### config.mk
export PLATFORM = sky130hd
export DESIGN_NAME = calc_key_sequencer
export DESIGN_NICKNAME = d
export VERILOG_FILES = /design/src/rtl/calc_pkg.sv /design/src/rtl/calc_key_fifo.sv /design/src/rtl/calc_key_sequencer.sv
export SDC_FILE = /design/constraint.sdc
export NUM_CORES = 1
export LEC_CHECK = 0
export ABC_AREA = 1
export CORE_MARGIN = 2
export CORE_UTILIZATION = 46
export CTS_CLUSTER_DIAMETER = 120
export CTS_CLUSTER_SIZE = 10
export DETAILED_ROUTE_END_ITERATION = 7
export PLACE_DENSITY = 0.69
export SETUP_SLACK_MARGIN = 0.3
export SLEW_MARGIN = 0
export SYNTH_ARGS = -nofsm -noshare
export SYNTH_HDL_FRONTEND = slang
export SYNTH_SLANG_ARGS = --single-unit
### constraint.sdc
create_clock -name i_clock -period 2.4 [get_ports i_clock]
set_clock_uncertainty 0.2 [all_clocks]
set_input_delay 0.48 -clock i_clock [delete_from_list [all_inputs] [get_ports i_clock]]
set_output_delay 0.48 -clock i_clock [all_outputs]
set_load 0.1 [all_outputs]
### src/rtl/calc_pkg.sv
// Shared types for the calculator key sequencer: key/command codes,
// calculator status encoding and the sequencer FSM states.
package calc_pkg;

    typedef enum logic [3:0] {
        CMD_D0   = 4'h0, CMD_D1 = 4'h1, CMD_D2 = 4'h2, CMD_D3 = 4'h3,
        CMD_D4   = 4'h4, CMD_D5 = 4'h5, CMD_D6 = 4'h6, CMD_D7 = 4'h7,
        CMD_D8   = 4'h8, CMD_D9 = 4'h9,
        OP_ADD   = 4'hA, OP_SUB = 4'hB, OP_MUL = 4'hC,
        CMD_NOP  = 4'hD, CMD_EQ = 4'hE, CMD_BKSP = 4'hF
    } cmd_t;

    typedef enum logic [1:0] {
        ST_READY = 2'd0,
        ST_BUSY  = 2'd1,
        ST_ERROR = 2'd2
    } status_t;

    typedef enum logic [2:0] {
        S_IDLE, S_HOLD, S_GAP, S_WAIT_DONE, S_CLEAR
    } seq_state_t;

endpackage

### src/rtl/calc_key_fifo.sv
// Small key buffer: power-of-2 depth, wrapping pointers, exact occupancy
// count, synchronous flush that wins over push.
module calc_key_fifo #(
    parameter int DEPTH = 4
) (
    input  logic                     i_clk,
    input  logic                     i_rst,
    input  logic                     i_push,
    input  logic                     i_pop,
    input  logic                     i_flush,
    input  logic [3:0]               i_din,
    output logic [3:0]               o_dout,
    output logic                     o_full,
    output logic                     o_empty,
    output logic [$clog2(DEPTH):0]   o_count
);
    localparam int AW = $clog2(DEPTH);

    logic [3:0]    r_mem [DEPTH];
    logic [AW-1:0] r_wr_ptr;
    logic [AW-1:0] r_rd_ptr;
    logic [AW:0]   r_count;
    logic          w_do_push;
    logic          w_do_pop;

    assign o_full    = (r_count == (AW+1)'(DEPTH));
    assign o_empty   = (r_count == '0);
    assign o_count   = r_count;
    assign o_dout    = r_mem[r_rd_ptr];
    assign w_do_push = i_push && !o_full && !i_flush;
    assign w_do_pop  = i_pop && !o_empty && !i_flush;

    always_ff @(posedge i_clk) begin
        if (w_do_push)
            r_mem[r_wr_ptr] <= i_din;
    end

    always_ff @(posedge i_clk) begin
        if (i_rst || i_flush) begin
            r_wr_ptr <= '0;
            r_rd_ptr <= '0;
            r_count  <= '0;
        end else begin
            if (w_do_push)
                r_wr_ptr <= r_wr_ptr + AW'(1);
            if (w_do_pop)
                r_rd_ptr <= r_rd_ptr + AW'(1);
            case ({w_do_push, w_do_pop})
                2'b10:   r_count <= r_count + (AW+1)'(1);
                2'b01:   r_count <= r_count - (AW+1)'(1);
                default: r_count <= r_count;
            endcase
        end
    end

endmodule

### src/rtl/calc_key_sequencer.sv
// Feeds buffered key codes to calc_top: each key is held on cmd for a fixed
// window, followed by a NOP gap and a wait for the calculator to go idle.
module calc_key_sequencer
    import calc_pkg::*;
#(
    parameter int HOLD_CYCLES  = 10,
    parameter int GAP_CYCLES   = 2,
    parameter int FIFO_DEPTH   = 4,
    parameter int BUSY_TIMEOUT = 255
) (
    input  logic                          i_clock,
    input  logic                          i_reset,
    input  logic                          i_key_valid,
    input  logic [3:0]                    i_key_code,
    output logic                          o_key_ready,
    input  logic                          i_clear,
    input  logic [1:0]                    i_calc_status,
    output logic [3:0]                    o_cmd,
    output logic                          o_calc_reset,
    output logic                          o_busy,
    output logic                          o_err,
    output logic [$clog2(FIFO_DEPTH):0]   o_fifo_count
);
    localparam int CMAX = (HOLD_CYCLES > GAP_CYCLES) ? HOLD_CYCLES : GAP_CYCLES;
    localparam int CW   = $clog2(CMAX + 1);
    localparam int TW   = $clog2(BUSY_TIMEOUT + 1);

    seq_state_t r_state, w_state_nxt;
    logic [CW-1:0] r_cnt, w_cnt_nxt;
    logic [TW-1:0] r_tcnt, w_tcnt_nxt;
    logic [3:0]    r_cmd, w_cmd_nxt;
    logic          r_err;
    logic          r_calc_reset;
    logic          w_push, w_pop, w_flush, w_err_set;
    logic [3:0]    w_fifo_dout;
    logic          w_full, w_empty;

    assign o_key_ready  = !w_full && !r_err && !i_clear && (r_state != S_CLEAR);
    // NOP keys complete the handshake but never occupy a FIFO slot
    assign w_push       = i_key_valid && o_key_ready && (i_key_code != CMD_NOP);
    assign w_flush      = i_clear || (r_state == S_CLEAR) || w_err_set;
    assign o_cmd        = r_cmd;
    assign o_calc_reset = r_calc_reset;
    assign o_err        = r_err;
    assign o_busy       = (r_state != S_IDLE) || !w_empty;

    calc_key_fifo #(.DEPTH(FIFO_DEPTH)) u_fifo (
        .i_clk   (i_clock),
        .i_rst   (i_reset),
        .i_push  (w_push),
        .i_pop   (w_pop),
        .i_flush (w_flush),
        .i_din   (i_key_code),
        .o_dout  (w_fifo_dout),
        .o_full  (w_full),
        .o_empty (w_empty),
        .o_count (o_fifo_count)
    );

    always_ff @(posedge i_clock) begin
        if (i_reset) begin
            r_state      <= S_IDLE;
            r_cnt        <= '0;
            r_tcnt       <= '0;
            r_cmd        <= CMD_NOP;
            r_err        <= 1'b0;
            r_calc_reset <= 1'b1;
        end else begin
            r_state      <= w_state_nxt;
            r_cnt        <= w_cnt_nxt;
            r_tcnt       <= w_tcnt_nxt;
            r_cmd        <= w_cmd_nxt;
            r_err        <= i_clear ? 1'b0 : (r_err || w_err_set);
            r_calc_reset <= (w_state_nxt == S_CLEAR);
        end
    end

    always_comb begin
        w_state_nxt = r_state;
        w_pop       = 1'b0;
        w_err_set   = 1'b0;
        case (r_state)
            S_IDLE: begin
                if (!w_empty && (i_calc_status != ST_BUSY)) begin
                    w_pop       = 1'b1;
                    w_state_nxt = S_HOLD;
                end
            end
            S_HOLD:  if (r_cnt == '0) w_state_nxt = S_GAP;
            S_GAP:   if (r_cnt == '0) w_state_nxt = S_WAIT_DONE;
            S_WAIT_DONE: begin
                if (i_calc_status == ST_ERROR) begin
                    w_err_set   = 1'b1;
                    w_state_nxt = S_IDLE;
                end else if (i_calc_status == ST_BUSY) begin
                    if (r_tcnt == TW'(BUSY_TIMEOUT - 1)) begin
                        w_err_set   = 1'b1;
                        w_state_nxt = S_IDLE;
                    end
                end else begin
                    w_state_nxt = S_IDLE;
                end
            end
            S_CLEAR: w_state_nxt = S_IDLE;
            default: w_state_nxt = S_IDLE;
        endcase
        // clear overrides every other decision made this cycle
        if (i_clear) begin
            w_state_nxt = S_CLEAR;
            w_pop       = 1'b0;
            w_err_set   = 1'b0;
        end
    end

    always_comb begin
        w_cmd_nxt  = CMD_NOP;
        w_cnt_nxt  = r_cnt;
        w_tcnt_nxt = r_tcnt;
        if (w_pop) begin
            w_cmd_nxt = w_fifo_dout;
            w_cnt_nxt = CW'(HOLD_CYCLES - 1);
        end else if (w_state_nxt == S_HOLD) begin
            w_cmd_nxt = r_cmd;
        end
        case (r_state)
            S_HOLD: w_cnt_nxt = (r_cnt == '0) ? CW'(GAP_CYCLES - 1) : r_cnt - CW'(1);
            S_GAP: begin
                if (r_cnt != '0)
                    w_cnt_nxt = r_cnt - CW'(1);
                w_tcnt_nxt = '0;
            end
            S_WAIT_DONE: if (i_calc_status == ST_BUSY) w_tcnt_nxt = r_tcnt + TW'(1);
            default: ;
        endcase
    end

endmodule

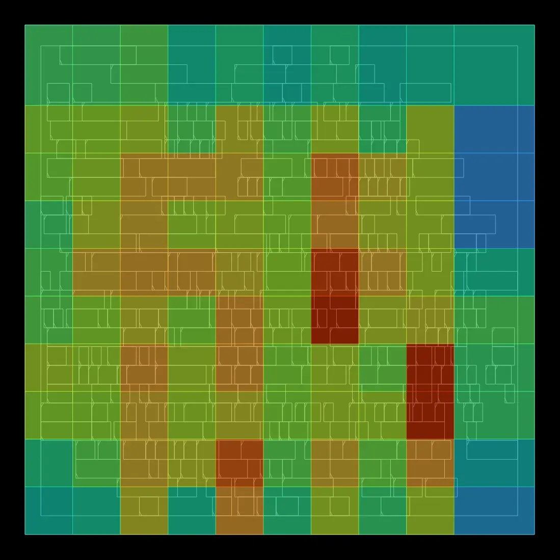
(routing congestion)
Tot GR Track Use: 18.4%
drt wl/cell: 11.9 um
met1 GRT Util: 21.3%
most used routing layer: met2
GR Layer Usage met2: 34.3%

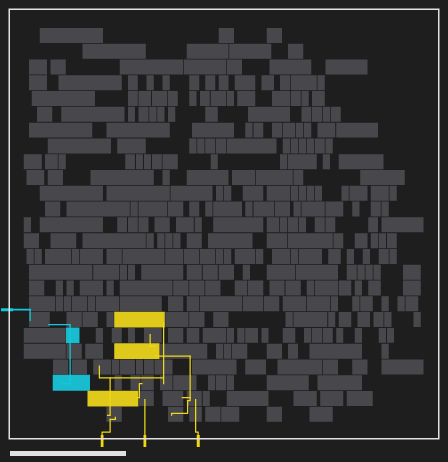
(wires at chosen ports, followed through buffers)
Scale bar: 20 um.
- cyan: `i_key_valid` (direction input; end cells 2; buffers 1; wire 20.1 um)
- yellow: `o_fifo_count` (direction output; end cells 3; buffers 3; wire 76.1 um)

==> deck_impl_summary.md <==
Run Summary

Drt
  • DRC errors left: 0
  • Detailed Route WL: 4.59 mm
  • Vias per inst: slightly below 5
  • Via count: 1868
  • Max Used Layer: met4
  • TritonRoute pass-1 iters: 4

Logic synthesis
  • Area leader, netlist: dfxtp_1
  • Net Count, Synth: 281
  • Register share after synthesis: 48.3%
  • Cell Type Count: 33
  • Most common cell in the synthesized netlist: nor2_1
  • Cell Area, Synth: 2240 um2
  • Biggest area cells: dfxtp_1 (27%), edfxtp_1 (21%), nor2_1 (7.6%)
  • Post-synth regs: 46

Pwr
  • Clock power share: about a third
  • Power density over the cells: between 400 and 500 nW/um2
  • Worst-case vdd ir drop: roughly 0.40 mV

Setup path
  • Critical path's top delay family: adder cells
  • Critical path arrival: around 2200 ps
  • Worst path required time: 2400 ps

Final layout
  • Buffers excl. clock: 64
  • Inverters: 38
  • FILL cells: 392
  • # diodes: 0
  • Comb/total area: ~36%
  • Registers: 46

Global route
  • Vias in the first global route: 1838
  • Grt ovf: 0
  • First-pass GRT wire length: 7.78 mm
  • Routing usage on met3: 3.70%

Floorplan
  • Well Taps: 54
  • Chip area: around 5400 um2

Clock tree
  • Clk sinks: 46
  • Resized cells post-CTS: 27
  • CTS Hold Buffers Added: 0
  • Root Driver: clkbuf_8
  • CTS tree: built

Status
  • Outcome: finished clean

STA
  • Max Clock Freq: 446 MHz
  • Max Slew Vio Count: 0
  • Sum of negative setup slack: 0 ps
  • Final setup violation count: 0

Place
  • HPWL Detailed: 3.22 mm
  • GPL Wtd Cong: 0.863
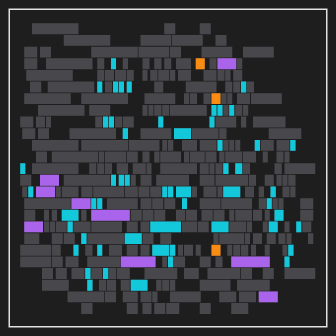
(logic cells by family)
- orange: AND and OR gates (cells 3; most used or2_0)
- cyan: NOR gates (cells 54; most used nor2_1)
- purple: adder and majority cells (cells 9; most used ha_1)

## cells in the final DEF (no fill, tap or decap), drive strengths merged, types with 5 or more instances in the layout
cell type	Yosys	final
buf	1	55
nor2	52	52
nand2	40	40
inv	38	38
dfxtp	30	30
nand3	23	23
edfxtp	16	16
o21ai	16	16
a21oi	12	12
xor2	9	9
ha	8	8
dlygate4sd2	0	7
clkbuf	1	5
## state kept, by name, indices dropped and copies added, names as in the netlist, named ones only
signal,count
u_fifo.o_count,3
r_state,3
r_tcnt,8
u_fifo.r_rd_ptr,2
u_fifo.r_mem,16
u_fifo.r_wr_ptr,2
o_cmd,4
o_err,1
r_cnt,4
o_calc_reset,1
## final timing paths
check        startpoint           endpoint  slack [ps]  cells past startpoint
max           r_tcnt[0]  u_fifo.o_count[2]         160                     15
min            o_cmd[1]           o_cmd[1]         280                      2
max reg2reg   r_tcnt[0]  u_fifo.o_count[2]         160                     15
min reg2reg    o_cmd[1]           o_cmd[1]         280                      2
## per-stage QoR
step	worst slack [ps]	hold WS, ps	area, um2	power [mW]	cells
3_3_place_gp	-372	268	2700	0.982	357
4_1_cts	131	285	2970	1.47	383
6_report	159	279	3080	1.46	386
5_1_grt	46.1	302	3080	1.52	386
2_1_floorplan	-366	257	2270	0.916	262
3_5_place_dp	-439	271	2700	0.983	357
## logic make-up after synthesis
group,after synthesis,synth area share [%]
AOI/OAI and AO/OA,33,8.17
xor gates and xnor gates,10,3.92
adders and majority gates,9,5.37
buffers and inverters,40,6.88
DFF,46,48.3
and+or+nand+nor,124,27.3
## power by group through the flow
stage	Combinational (mW)	Clock [mW]	Sequential [mW]
detailed placement	0.149	0	0.834
floorplan	0.0684	0	0.848
finish	0.170	0.476	0.815
CTS	0.161	0.490	0.815
global route	0.182	0.520	0.816
global placement	0.148	0	0.834
No activity file was given, so power comes from the tool's default toggle rates.
